**config.mk**
```make
export PLATFORM = sky130hd
export DESIGN_NAME = fp_mul_seq_flat
export DESIGN_NICKNAME = d
export VERILOG_FILES = /design/src/rtl/fp_pkg.sv /design/src/rtl/fp_mul_seq_if.sv /design/src/rtl/mant_mul_iter.sv /design/src/rtl/fp_mul_seq.sv /design/src/flat_wrapper.sv
export SDC_FILE = /design/constraint.sdc
export NUM_CORES = 2
export LEC_CHECK = 0
export CORE_MARGIN = 8
export CORE_UTILIZATION = 50
export CTS_BUF_LIST = sky130_fd_sc_hd__clkbuf_4 sky130_fd_sc_hd__clkbuf_8
export DETAILED_ROUTE_END_ITERATION = 6
export PLACE_DENSITY_LB_ADDON = 0.2
export SLEW_MARGIN = 20
export SYNTH_ARGS = -nofsm -noshare
export SYNTH_HDL_FRONTEND = slang
export SYNTH_SLANG_ARGS = --single-unit
```
**constraint.sdc**
```tcl
create_clock -name clk -period 14.8 [get_ports clk]
set_input_delay 2.96 -clock clk [delete_from_list [all_inputs] [get_ports clk]]
set_output_delay 2.96 -clock clk [all_outputs]
set_load 0.01 [all_outputs]
```
**src/rtl/fp_pkg.sv**
```systemverilog
// fp_pkg: shared binary64 constants, operand classes and the fp_mul_seq
// state encoding. Imported by fp_mul_seq_if, mant_mul_iter and fp_mul_seq.
package fp_pkg;

  localparam logic [63:0] FP_QNAN     = 64'h7FF8_0000_0000_0000;
  localparam int          FP_EXP_BIAS = 1023;
  localparam int          FP_EXP_MAX  = 2047;
  localparam int          FP_EXP_W    = 11;
  localparam int          FP_FRAC_W   = 52;
  localparam int          FP_MANT_W   = 53;   // fraction plus hidden bit
  localparam int          FP_PROD_W   = 106;

  typedef enum logic [1:0] {
    CLS_ZERO,
    CLS_NORMAL,
    CLS_INF,
    CLS_NAN
  } fp_class_e;

  typedef enum logic [2:0] {
    S_IDLE,
    S_UNPACK,
    S_MUL,
    S_NORM,
    S_PACK
  } fp_mul_state_e;

  // Subnormals (exp==0, frac!=0) are classified as zero: inputs are flushed.
  function automatic fp_class_e fp_classify(input logic [63:0] x);
    logic [FP_EXP_W-1:0]  e;
    logic [FP_FRAC_W-1:0] f;
    e = x[62:52];
    f = x[51:0];
    if (e == '0)      return CLS_ZERO;
    else if (e == '1) return (f != '0) ? CLS_NAN : CLS_INF;
    else              return CLS_NORMAL;
  endfunction

endpackage

```
**src/rtl/fp_mul_seq_if.sv**
```systemverilog
// fp_mul_seq_if: valid/finish arithmetic-unit handshake.
//   master (CMU FSM side): drives valid, a, b; observes finish, result, busy.
//   slave  (multiplier)  : the reverse.
// With FP_MUL_FLAGS_EN defined, adds flags[3:0] = {invalid, overflow,
// underflow, inexact}, driven by the slave.
interface fp_mul_seq_if #(
  parameter int DBL_WIDTH = 64
);
  import fp_pkg::*;

  logic                 valid;
  logic [DBL_WIDTH-1:0] a;
  logic [DBL_WIDTH-1:0] b;
  logic                 finish;
  logic [DBL_WIDTH-1:0] result;
  logic                 busy;
`ifdef FP_MUL_FLAGS_EN
  logic [3:0]           flags;

  modport master (output valid, a, b, input finish, result, busy, flags);
  modport slave  (input valid, a, b, output finish, result, busy, flags);
`else
  modport master (output valid, a, b, input finish, result, busy);
  modport slave  (input valid, a, b, output finish, result, busy);
`endif

endinterface

```
**src/rtl/mant_mul_iter.sv**
```systemverilog
// mant_mul_iter: 53x53 unsigned iterative multiplier, BPC multiplier bits
// retired per cycle, ITER = ceil(53/BPC) cycles including the start cycle.
//   clk, rst_n : clock, asynchronous active-low reset
//   i_start    : load operands and retire the first BPC-bit digit
//   i_a, i_b   : multiplicand, multiplier
//   o_done     : one-cycle pulse, o_product valid and held from then on
//   o_product  : 106-bit product
module mant_mul_iter
  import fp_pkg::*;
#(
  parameter int BPC = 4
) (
  input  logic                 clk,
  input  logic                 rst_n,
  input  logic                 i_start,
  input  logic [FP_MANT_W-1:0] i_a,
  input  logic [FP_MANT_W-1:0] i_b,
  output logic                 o_done,
  output logic [FP_PROD_W-1:0] o_product
);

  localparam int ITER  = (FP_MANT_W + BPC - 1) / BPC;
  localparam int CNT_W = $clog2(ITER + 1);

  logic [FP_PROD_W-1:0] r_acc;
  logic [FP_PROD_W-1:0] r_mcand;
  logic [FP_MANT_W-1:0] r_mplier;
  logic [CNT_W-1:0]     r_cnt;
  logic                 r_done;

  logic [FP_PROD_W-1:0] w_a_ext;
  logic [FP_PROD_W-1:0] w_pp_first;
  logic [FP_PROD_W-1:0] w_pp;

  // The multiplicand is kept pre-shifted in a 106-bit register; bits shifted
  // out are harmless because the true product always fits in 106 bits.
  always_comb begin
    w_a_ext    = {{(FP_PROD_W-FP_MANT_W){1'b0}}, i_a};
    w_pp_first = w_a_ext * {{(FP_PROD_W-BPC){1'b0}}, i_b[BPC-1:0]};
    w_pp       = r_mcand * {{(FP_PROD_W-BPC){1'b0}}, r_mplier[BPC-1:0]};
  end

  always_ff @(posedge clk or negedge rst_n) begin
    if (!rst_n) begin
      r_acc    <= '0;
      r_mcand  <= '0;
      r_mplier <= '0;
      r_cnt    <= '0;
      r_done   <= 1'b0;
    end else begin
      r_done <= 1'b0;
      if (i_start) begin
        r_acc    <= w_pp_first;
        r_mcand  <= w_a_ext << BPC;
        r_mplier <= i_b >> BPC;
        r_cnt    <= CNT_W'(ITER - 1);
      end else if (r_cnt != '0) begin
        r_acc    <= r_acc + w_pp;
        r_mcand  <= r_mcand << BPC;
        r_mplier <= r_mplier >> BPC;
        r_cnt    <= r_cnt - 1'b1;
        if (r_cnt == CNT_W'(1)) r_done <= 1'b1;
      end
    end
  end

  assign o_done    = r_done;
  assign o_product = r_acc;

endmodule

```
**src/rtl/fp_mul_seq.sv**
```systemverilog
// fp_mul_seq: IEEE-754 binary64 multiplier, fixed latency ITER+3 cycles from
// the accepting edge (ITER = ceil(53/BPC)), one operation in flight.
// RNE rounding, flush-to-zero on subnormal inputs and underflow.
//   clk   : clock
//   rst_n : asynchronous active-low reset, discards any operation in flight
//   bus   : fp_mul_seq_if slave (valid, a, b -> finish, result, busy)
// Optional macro FP_MUL_FLAGS_EN adds bus.flags = {invalid, overflow,
// underflow, inexact}, registered with result.
module fp_mul_seq
  import fp_pkg::*;
#(
  parameter int DBL_WIDTH = 64,
  parameter int BPC       = 4
) (
  input  logic         clk,
  input  logic         rst_n,
  fp_mul_seq_if.slave  bus
);

  fp_mul_state_e r_state, w_next;

  logic [DBL_WIDTH-1:0] r_a, r_b, r_result;
  logic                 r_finish, r_sign;
  fp_class_e            r_cls_a, r_cls_b;
  logic signed [12:0]   r_exp;
  logic [FP_MANT_W-1:0] r_mant;
  logic                 r_guard, r_sticky;

  logic                 w_accept, w_mul_start, w_mul_done;
  logic [FP_PROD_W-1:0] w_prod;
  logic signed [12:0]   w_exp_sum, w_exp_fin;
  logic                 w_round_up, w_ovf, w_udf, w_any_nan, w_any_inf, w_any_zero;
  logic [FP_MANT_W:0]   w_mant_rnd;
  logic [FP_FRAC_W-1:0] w_frac;
  logic [DBL_WIDTH-1:0] w_pack;
`ifdef FP_MUL_FLAGS_EN
  logic                 r_snan;
  logic [3:0]           r_flags, w_pack_flags;
`endif

  always_ff @(posedge clk or negedge rst_n) begin
    if (!rst_n) r_state <= S_IDLE;
    else        r_state <= w_next;
  end

  always_comb begin
    w_next      = r_state;
    w_accept    = 1'b0;
    w_mul_start = 1'b0;
    case (r_state)
      S_IDLE: if (bus.valid) begin
        w_accept = 1'b1;
        w_next   = S_UNPACK;
      end
      S_UNPACK: begin
        w_mul_start = 1'b1;
        w_next      = S_MUL;
      end
      S_MUL:    if (w_mul_done) w_next = S_NORM;
      S_NORM:   w_next = S_PACK;
      S_PACK:   w_next = S_IDLE;
      default:  w_next = S_IDLE;
    endcase
  end

  mant_mul_iter #(.BPC(BPC)) u_mant_mul (
    .clk       (clk),
    .rst_n     (rst_n),
    .i_start   (w_mul_start),
    .i_a       ({1'b1, r_a[51:0]}),
    .i_b       ({1'b1, r_b[51:0]}),
    .o_done    (w_mul_done),
    .o_product (w_prod)
  );

  // Exponent sum, rounding and final packing (consumed in UNPACK / PACK).
  always_comb begin
    w_exp_sum  = $signed({2'b00, r_a[62:52]}) + $signed({2'b00, r_b[62:52]})
               - $signed(13'(FP_EXP_BIAS));
    w_round_up = r_guard & (r_sticky | r_mant[0]);
    w_mant_rnd = {1'b0, r_mant} + {{FP_MANT_W{1'b0}}, w_round_up};
    // A rounding carry-out makes the mantissa exactly 2.0: renormalise.
    w_exp_fin  = r_exp + $signed({12'b0, w_mant_rnd[FP_MANT_W]});
    w_frac     = w_mant_rnd[FP_MANT_W] ? w_mant_rnd[FP_FRAC_W:1] : w_mant_rnd[FP_FRAC_W-1:0];
    w_ovf      = (w_exp_fin >= $signed(13'(FP_EXP_MAX)));
    w_udf      = (w_exp_fin <= 13'sd0);
    w_any_nan  = (r_cls_a == CLS_NAN)  || (r_cls_b == CLS_NAN);
    w_any_inf  = (r_cls_a == CLS_INF)  || (r_cls_b == CLS_INF);
    w_any_zero = (r_cls_a == CLS_ZERO) || (r_cls_b == CLS_ZERO);
    if (w_any_nan || (w_any_inf && w_any_zero)) w_pack = FP_QNAN;
    else if (w_any_inf)                         w_pack = {r_sign, 11'h7FF, 52'b0};
    else if (w_any_zero)                        w_pack = {r_sign, 63'b0};
    else if (w_ovf)                             w_pack = {r_sign, 11'h7FF, 52'b0};
    else if (w_udf)                             w_pack = {r_sign, 63'b0};
    else                                        w_pack = {r_sign, w_exp_fin[10:0], w_frac};
`ifdef FP_MUL_FLAGS_EN
    w_pack_flags    = '0;
    w_pack_flags[3] = r_snan || (!w_any_nan && w_any_inf && w_any_zero);
    if (!w_any_nan && !w_any_inf && !w_any_zero) begin
      w_pack_flags[2] = w_ovf;
      w_pack_flags[1] = w_udf && !w_ovf;
      w_pack_flags[0] = r_guard | r_sticky | w_ovf | w_udf;
    end
`endif
  end

  always_ff @(posedge clk or negedge rst_n) begin
    if (!rst_n) begin
      r_a      <= '0;
      r_b      <= '0;
      r_result <= '0;
      r_finish <= 1'b0;
      r_sign   <= 1'b0;
      r_cls_a  <= CLS_ZERO;
      r_cls_b  <= CLS_ZERO;
      r_exp    <= '0;
      r_mant   <= '0;
      r_guard  <= 1'b0;
      r_sticky <= 1'b0;
`ifdef FP_MUL_FLAGS_EN
      r_snan   <= 1'b0;
      r_flags  <= '0;
`endif
    end else begin
      r_finish <= 1'b0;
      case (r_state)
        S_IDLE: if (w_accept) begin
          r_a <= bus.a;
          r_b <= bus.b;
        end
        S_UNPACK: begin
          r_sign  <= r_a[63] ^ r_b[63];
          r_cls_a <= fp_classify(r_a);
          r_cls_b <= fp_classify(r_b);
          r_exp   <= w_exp_sum;
`ifdef FP_MUL_FLAGS_EN
          r_snan  <= ((fp_classify(r_a) == CLS_NAN) && !r_a[51])
                  || ((fp_classify(r_b) == CLS_NAN) && !r_b[51]);
`endif
        end
        S_NORM: begin
          if (w_prod[105]) begin
            r_mant   <= w_prod[105:53];
            r_guard  <= w_prod[52];
            r_sticky <= |w_prod[51:0];
            r_exp    <= r_exp + 13'sd1;
          end else begin
            r_mant   <= w_prod[104:52];
            r_guard  <= w_prod[51];
            r_sticky <= |w_prod[50:0];
          end
        end
        S_PACK: begin
          r_result <= w_pack;
          r_finish <= 1'b1;
`ifdef FP_MUL_FLAGS_EN
          r_flags  <= w_pack_flags;
`endif
        end
        default: ;
      endcase
    end
  end

  assign bus.finish = r_finish;
  assign bus.result = r_result;
  assign bus.busy   = (r_state != S_IDLE);
`ifdef FP_MUL_FLAGS_EN
  assign bus.flags  = r_flags;
`endif

endmodule

```
**src/flat_wrapper.sv**
```systemverilog
// flat-port wrapper written by rule: the top's interface ports become plain ports
module fp_mul_seq_flat import fp_pkg::*;
#(
  parameter int DBL_WIDTH = 64,
  parameter int BPC       = 4
)
  (clk, rst_n, bus_valid, bus_a, bus_b, bus_finish, bus_result, bus_busy);
  fp_mul_seq_if #(.DBL_WIDTH(DBL_WIDTH)) bus_i ();
  input  logic clk;
  input  logic rst_n;
  input wire logic [$bits(bus_i.valid)-1:0] bus_valid;
  input wire logic [$bits(bus_i.a)-1:0] bus_a;
  input wire logic [$bits(bus_i.b)-1:0] bus_b;
  output wire logic [$bits(bus_i.finish)-1:0] bus_finish;
  output wire logic [$bits(bus_i.result)-1:0] bus_result;
  output wire logic [$bits(bus_i.busy)-1:0] bus_busy;
  assign bus_i.valid = bus_valid;
  assign bus_i.a = bus_a;
  assign bus_i.b = bus_b;
  assign bus_finish = bus_i.finish;
  assign bus_result = bus_i.result;
  assign bus_busy = bus_i.busy;
  fp_mul_seq #(.DBL_WIDTH(DBL_WIDTH), .BPC(BPC)) u_core (.clk(clk), .rst_n(rst_n), .bus(bus_i));
endmodule
```
==> flow_summary.ini <==
; implementation run metrics
[run_status]
outcome = complete, no violations

[placement]
placed_area_sq_um = 49700
gp_congestion = 0.993
place_ws_ns = 8.29

[floorplanning]
die_area_sq_um = 104000
rows = 112
initCoreUtil_pct = 50.3

[synthesis]
yosys_most_used_dff = dfrtp_1
netlist_instances = 5497
ys.flops = 531
adder_share_pct = 22.0
synth-xor-area-share_pct = 4.17

[run]
warnings = 41

[drt]
first_pass_iters = 6
vias = 38436
first_iter_violations = 2687
met1Wirelength_mm = 58.2

[setup_path]
crit_slowest_cell = buf_4
arrival_ns = 7.16
path_class = flop to flop
crit_end = u_core.u_mant_mul.o_product[98]
crit-reg2reg-launch = u_core.u_mant_mul.r_mplier[2]

[global_route]
grt_max_degree = 194
grtUsageMet3_pct = 3.54
grt-ovfl-total = 0

[final_layout]
stdcell_area_sq_um = 51800
drive_above_1_share_pct = 6.78
logic_area_sq_um = 30300
stdcell_count = 6878

[clocking]
cts-buffers-inserted = 97
cts_root_buffer = clkbuf_8
clk_pin_slew_ns = 0.08

[hold_path]
hold_depth = 2
hold_end = u_core.bus.result[3]

[sta]
period_used_pct = 44.4
==> flip-flops by register name, indices dropped and copies added, names as in the netlist <==
register,count
u_core.bus.result,64
u_core.u_mant_mul.o_done,1
u_core.r_sticky,1
u_core.bus.finish,1
u_core.r_mant,53
u_core.r_cls_a,2
u_core.r_state,3
u_core.u_mant_mul.r_cnt,4
u_core.u_mant_mul.r_mcand,102
u_core.r_a,64
u_core.r_guard,1
u_core.u_mant_mul.r_mplier,49
u_core.r_b,64
u_core.r_cls_b,2
u_core.r_exp,13
u_core.u_mant_mul.o_product,106
u_core.r_sign,1
==> area by class of cell <==
cell class              count  share of cell area (%)
clock buffers             144                    3.56
well taps                1254                    3.03
clock inverters            32                   0.577
inverters                 603                    4.37
multi-input cells        4078                    58.4
repair buffers            233                    4.38
flip-flops and latches    531                    25.7
diodes                      3                  0.0145
Sequential cells colored by netlist name:
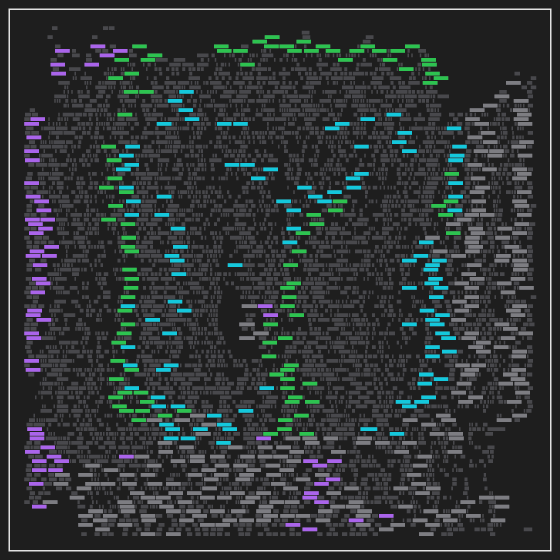
`u_core.u_mant_mul.r_mcand`: in green, placed flops 102. `u_core.u_mant_mul.o_product`: in cyan, placed flops 106. `u_core.r_a`: in purple, placed flops 64.
Final Util: 55.6%
storage element area: 13300 sq um
Seq/total area: 25.7%

Clock distribution:
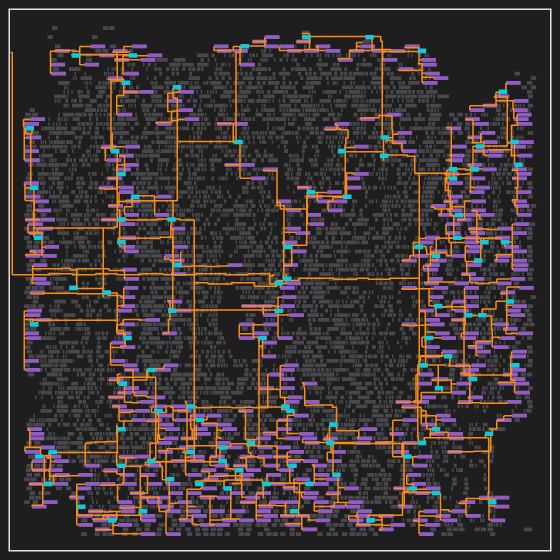
flip-flops: in purple, count 531. clock wires: in orange, length 8450 um. clock-net drivers: in cyan, count 97.
Position of the flops: all over the die. There are 98 routed clock nets.
clk ins delay skew pair: 0.80 ns

Track usage over the die:
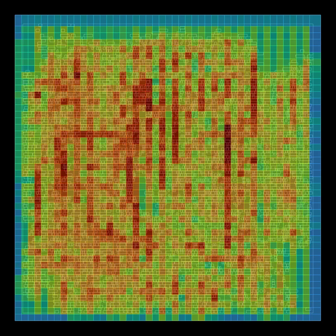
GRT met2 Usage: 39.7%
gr usage total: 24.6%
GRT busiest layer: met2

Port wiring:
The bar under the picture is 100 um long.
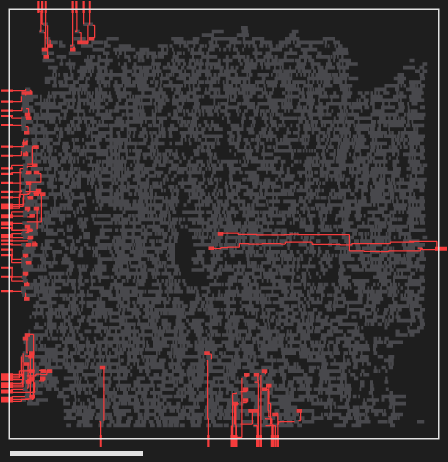
`bus_a`: in red, bits 64, direction input, edge 41 left, 14 bottom, 7 top, 2 right, end cells 64, buffers 64, wire 2100 um.
Port Buf Inserts: 196
Top Ports: 197

